==> config.mk <==
export PLATFORM = sky130hd
export DESIGN_NAME = pipelined_subtractor_64
export DESIGN_NICKNAME = d
export VERILOG_FILES = /design/src/rtl/pipelined_subtractor_64_pkg.sv /design/src/rtl/pipelined_subtractor_64_sub_slice.sv /design/src/rtl/pipelined_subtractor_64.sv
export SDC_FILE = /design/constraint.sdc
export NUM_CORES = 1
export LEC_CHECK = 0
export ABC_AREA = 1
export CELL_PAD_IN_SITES_DETAIL_PLACEMENT = 0
export CELL_PAD_IN_SITES_GLOBAL_PLACEMENT = 1
export CORE_MARGIN = 2
export CORE_UTILIZATION = 28
export DETAILED_ROUTE_END_ITERATION = 10
export GPL_ROUTABILITY_DRIVEN = 0
export GPL_TIMING_DRIVEN = 0
export HOLD_SLACK_MARGIN = 0.08
export PLACE_DENSITY_LB_ADDON = 0.1
export SKIP_CTS_REPAIR_TIMING = 1
export SYNTH_ARGS = -nofsm -noshare
export SYNTH_HDL_FRONTEND = slang
export SYNTH_SLANG_ARGS = --single-unit
==> constraint.sdc <==
create_clock -name clk -period 10.96 [get_ports clk]
set_clock_uncertainty 0.05 [all_clocks]
set_input_delay 2.192 -clock clk [delete_from_list [all_inputs] [get_ports clk]]
set_output_delay 2.192 -clock clk [all_outputs]
set_load 0.01 [all_outputs]
run_1/io_fan.png
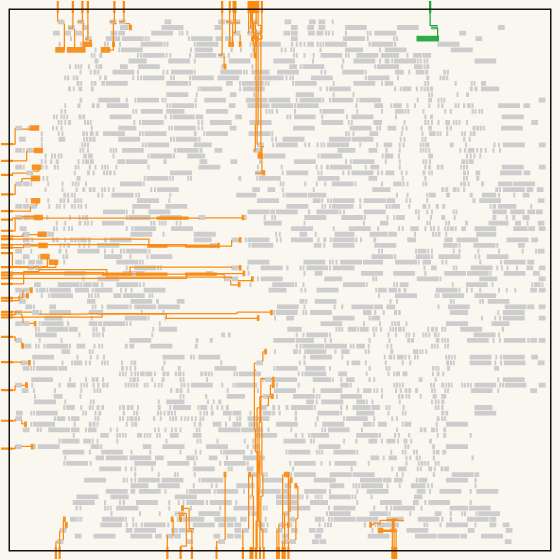
Orange shows p, bits 64, direction input, edge 27 left, 20 bottom, 17 top, end cells 65, buffers 64, wire 2,570 µm. Green shows borrow, bits 1, direction output, edge top, end cells 1, buffers 1, wire 19.0 µm.
I/O Buffers: 198
IO Pins: 199

run_1/placement.png
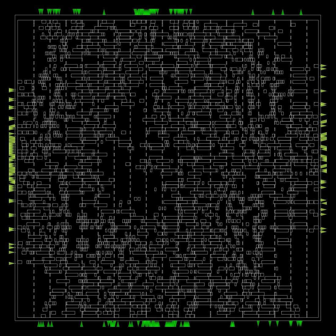
CORE AREA: 66,100 µm²
Seq area share: 0.462
utilization after layout: 0.353
Seq cells: 360

run_1/layer_met3.png
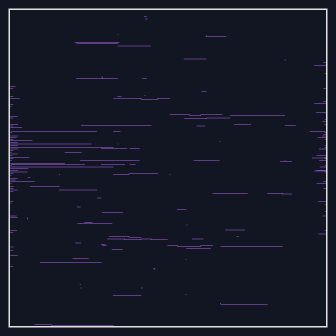
116 nets have wire on it. The longest straight run is 85.6 µm. The layer holds 4.9% of the routed length. The layer carries 2,060 µm of wire.
final wirelength: 41.6 mm
Vias: 12,520
met3 usage: 0.0305

==> impl_metrics.csv, run 1 <==
group,metric,value,unit
setup_path,critical-path-top-delay-family,"buffers and inverters",
setup_path,max_stage_delay,0.48,ns
outcome,status,"complete, no violations",
pwr,switching_share,0.264,
clocking,cts_buffer_depth,3,
final_timing,whs,0.410,ns
setup_path,critPathRequiredTime,8.72,ns
drt,ant_nets,0,
floorplanning,die_x,263,µm
global_routing,grt_pass1_wl,65.9,mm
synthesis,ys_cells,2051,
synthesis,top_cells_by_count,"inv_1, nor2_1, edfxtp_1",
pwr,ir_drop,0.0000870,V
final_timing,setup_viol,0,
synthesis,yosysTopAreaCellShare,0.570,
pwr,finalPower,3.73,mW
pwr,pg_seq,1.68,mW
layout,sequential_cell_area,10800,µm²
drt,drcViolationCount,0,
layout,fin_nets,2545,
clocking,cts-root-buf,"clkbuf_16",
placed_design,pre_cts_ws,5.32,ns
setup_path,critPathSlowestCell,"clkdlybuf4s50_1",
setup_path,r2r_slack,8.14,ns
synthesis,post-synth-top-count-cell,"inv_1",
drt,dr.pass1.iters,5,
final_timing,rsz0062_at_grt,"false",
floorplanning,well_tap_count,864,
layout,dominant_cells,"registers",
global_routing,grt_pass1_vias,12268,
placed_design,place_area,22000,µm²
pwr,power_leakage,11.1,nW
setup_path,reg2reg_depth,16,
floorplanning,die_area,69100,µm²
final_timing,finalCritPeriodShare,0.514,
floorplanning,die_h,263,µm
synthesis,ys_chip_area,18800,µm²
final_timing,finalCriticalPeriod,5.64,ns
synthesis,edf_count,356,
layout,logic_area,5320,µm²
floorplanning,rows,94,
clocking,cts_sinks,360,
pwr,top_power_group,"sequential cells",
setup_path,critPathMaxFanout,3,
run,max_cap_viol_count,0,
synthesis,yosysWarnings,0,
final_timing,fin_setup_tns,0,ns
clocking,cts_max_level,2,
setup_path,cp.arrival,3.39,ns
setup_path,setup.worst_path.class,"in2out",
pwr,combPwrFrac,0.183,
final_timing,worst_pin_slew,0.453,ns
global_routing,grt.busiest_layer,"met2",
setup_path,critPathMostFrequentCell,"clkdlybuf4s50_1",
floorplanning,fp-utilization,0.284,
final_timing,drv_slew,0,
synthesis,syn_inst,2051,
layout,n_antenna_cell,1,
synthesis,ys.flops,360,
layout,logic_gates,1031,
global_routing,grt_max_degree,69,
placed_design,dp_hpwl,30.9,mm
drt,drt-initial-drc-count,508,
final_timing,setup_slack,5.32,ns
pwr,p_sw,983,µW
## run 1: cell usage in the layout (no fill, tap or decap), types with 9 or more instances in the layout
cell	netlist	layout
buf_2	11	11
a21oi_1	79	79
nor2_1	374	374
inv_2	9	9
clkbuf_1	0	12
nand3_1	28	28
inv_1	612	612
nor2_2	10	10
nand2_1	346	346
edfxtp_1	356	356
buf_6	18	18
clkdlybuf4s50_1	0	198
ha_1	106	106
nand2_2	15	15
o21ai_0	21	21
clkbuf_16	0	45
## run 1: kinds of logic after synthesis
family / count (synthesis) / synth area share
fa+ha+maj: 113 / 0.0782
simple gates: 808 / 0.175
xor+xnor: 3 / 0.00140
flops: 360 / 0.574
compound gates: 107 / 0.0292
buf+inv: 660 / 0.142
run_1/metal_density.png
26 x 26 tiles, from black (low) to pale yellow (high), scaled to the fullest tile. Values are wire area over tile area, all layers added.
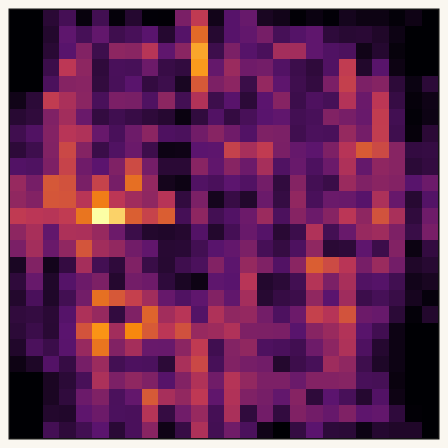

## Run 2: what changed since run 1
clock period = 5.45 ns   (was 10.96 ns; I/O delays follow)
run_2/metal_density.png
26 x 26 tiles, from black (low) to pale yellow (high), scaled to the fullest tile. Values are wire area over tile area, all layers added.
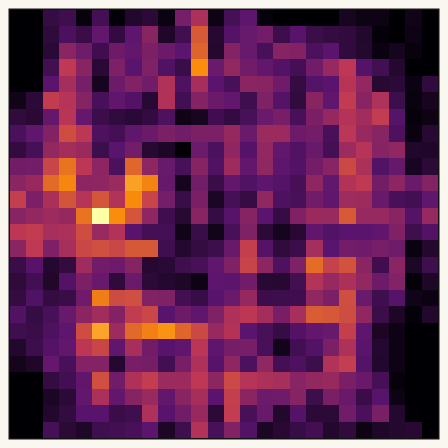
7.5% of the tiles are nearly empty. The fullest tile reaches 0.36. The densest ninth of the die: left middle. 9.8% of the tiles are over half the peak. The mean over all tiles is 0.097.
Vias: 12,659
Wirelength per Cell: 13.0 µm
GRT Overall Usage: 0.123
final wirelength: 41.5 mm

run_2/layer_met3.png
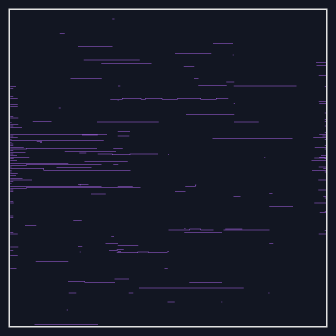
The wires run mostly horizontal. The longest straight run is 94.5 µm. The layer holds 5.7% of the routed length. 118 nets have wire on it.
met3 usage: 0.0344

==> run 2 against run 1 <==
Compared with the run above:
- combinational power rose by 100%
- clock power is 110% higher
- clock-buffer cell count shrank 2
- critical path depth is 5 higher
- cell count up 0.22%
- final area increased by 0.28%
- flip-flop count is the same
- critical path type is now in2reg
- largest power group unchanged
==> impl_metrics.csv, run 2 <==
group,metric,value,unit
outcome,status,"complete, no violations",
synthesis,ys_cells,2051,
synthesis,synth-simple-area-share,0.175,
layout,dominant_cells,"registers",
clocking,cts_buffer_depth,3,
final_timing,setup_slack,1.91,ns
setup_path,critPathMostFrequentCell,"buf_16",
global_routing,grt_max_degree,66,
floorplanning,die_h,263,µm
setup_path,r2r_slack,2.57,ns
synthesis,adder_share,0.0782,
final_timing,fin_setup_tns,0,ns
synthesis,synthMuxAreaShare,0,
setup_path,critical-path-top-delay-family,"buffers and inverters",
layout,logic_area,5320,µm²
synthesis,post-synth-top-count-cell,"inv_1",
layout,numSequentialCells,360,
floorplanning,well_tap_count,864,
synthesis,ys_sh_xor,0.00140,
layout,fin_nets,2545,
final_timing,finalCriticalPeriod,3.54,ns
layout,sh_seq_area,0.461,
setup_path,critPathSlowestCell,"clkdlybuf4s50_1",
layout,n_antenna_cell,3,
synthesis,yosysWarnings,0,
setup_path,cp.arrival,3.73,ns
global_routing,grt_pass1_vias,12682,
layout,lay_top_cells,"inv_1, nor2_1, edfxtp_1",
placed_design,pre_cts_ws,1.26,ns
synthesis,syn_inst,2051,
drt,ant_nets,0,
floorplanning,rows,94,
setup_path,setup.worst_path.class,"in2reg",
placed_design,dp_hpwl,31.1,mm
pwr,combPwrFrac,0.181,
placed_design,place_area,22000,µm²
floorplanning,io_pins,199,
final_timing,worst_pin_slew,0.447,ns
floorplanning,die_area,69100,µm²
setup_path,max_stage_delay,0.51,ns
final_timing,drv_slew,0,
floorplanning,coreArea,66100,µm²
pwr,power_leakage,11.1,nW
synthesis,ys_sh_aoi,0.0292,
final_timing,setup_viol,0,
floorplanning,die_x,263,µm
drt,dr.pass1.iters,4,
layout,final_common_cell,"inv_1",
clocking,cts-root-buf,"clkbuf_16",
global_routing,grt.busiest_layer,"met2",
pwr,ir_drop,0.000170,V
run 2: netlist changes by cell type in the layout (fill, tap and decap cells not counted):
| cell | change |
|---|---|
| bufinv_16 | +1 |
| clkbuf_1 | -2 |
| clkinv_2 | +4 |
| clkinv_4 | +3 |
| clkinvlp_4 | -1 |
| diode_2 | +2 |
run 2: power groups by stage:
stage               registers (mW)  logic [mW]  clock network [mW]
finish                        3.37        1.37                2.83
global route                  3.40        1.58                3.05
CTS                           3.38        1.40                2.95
detailed placement            3.43        1.39                   0
global placement              3.43        1.39                   0
floorplan                     3.45       0.870                   0
run 2: worst min-delay path, cell delays in order, from the launching register on:
cell and delay (ns):
dfxtp_1 0.29, inv_1 0.06, a21oi_1 0.06
No activity file was given, so power comes from the tool's default toggle rates.
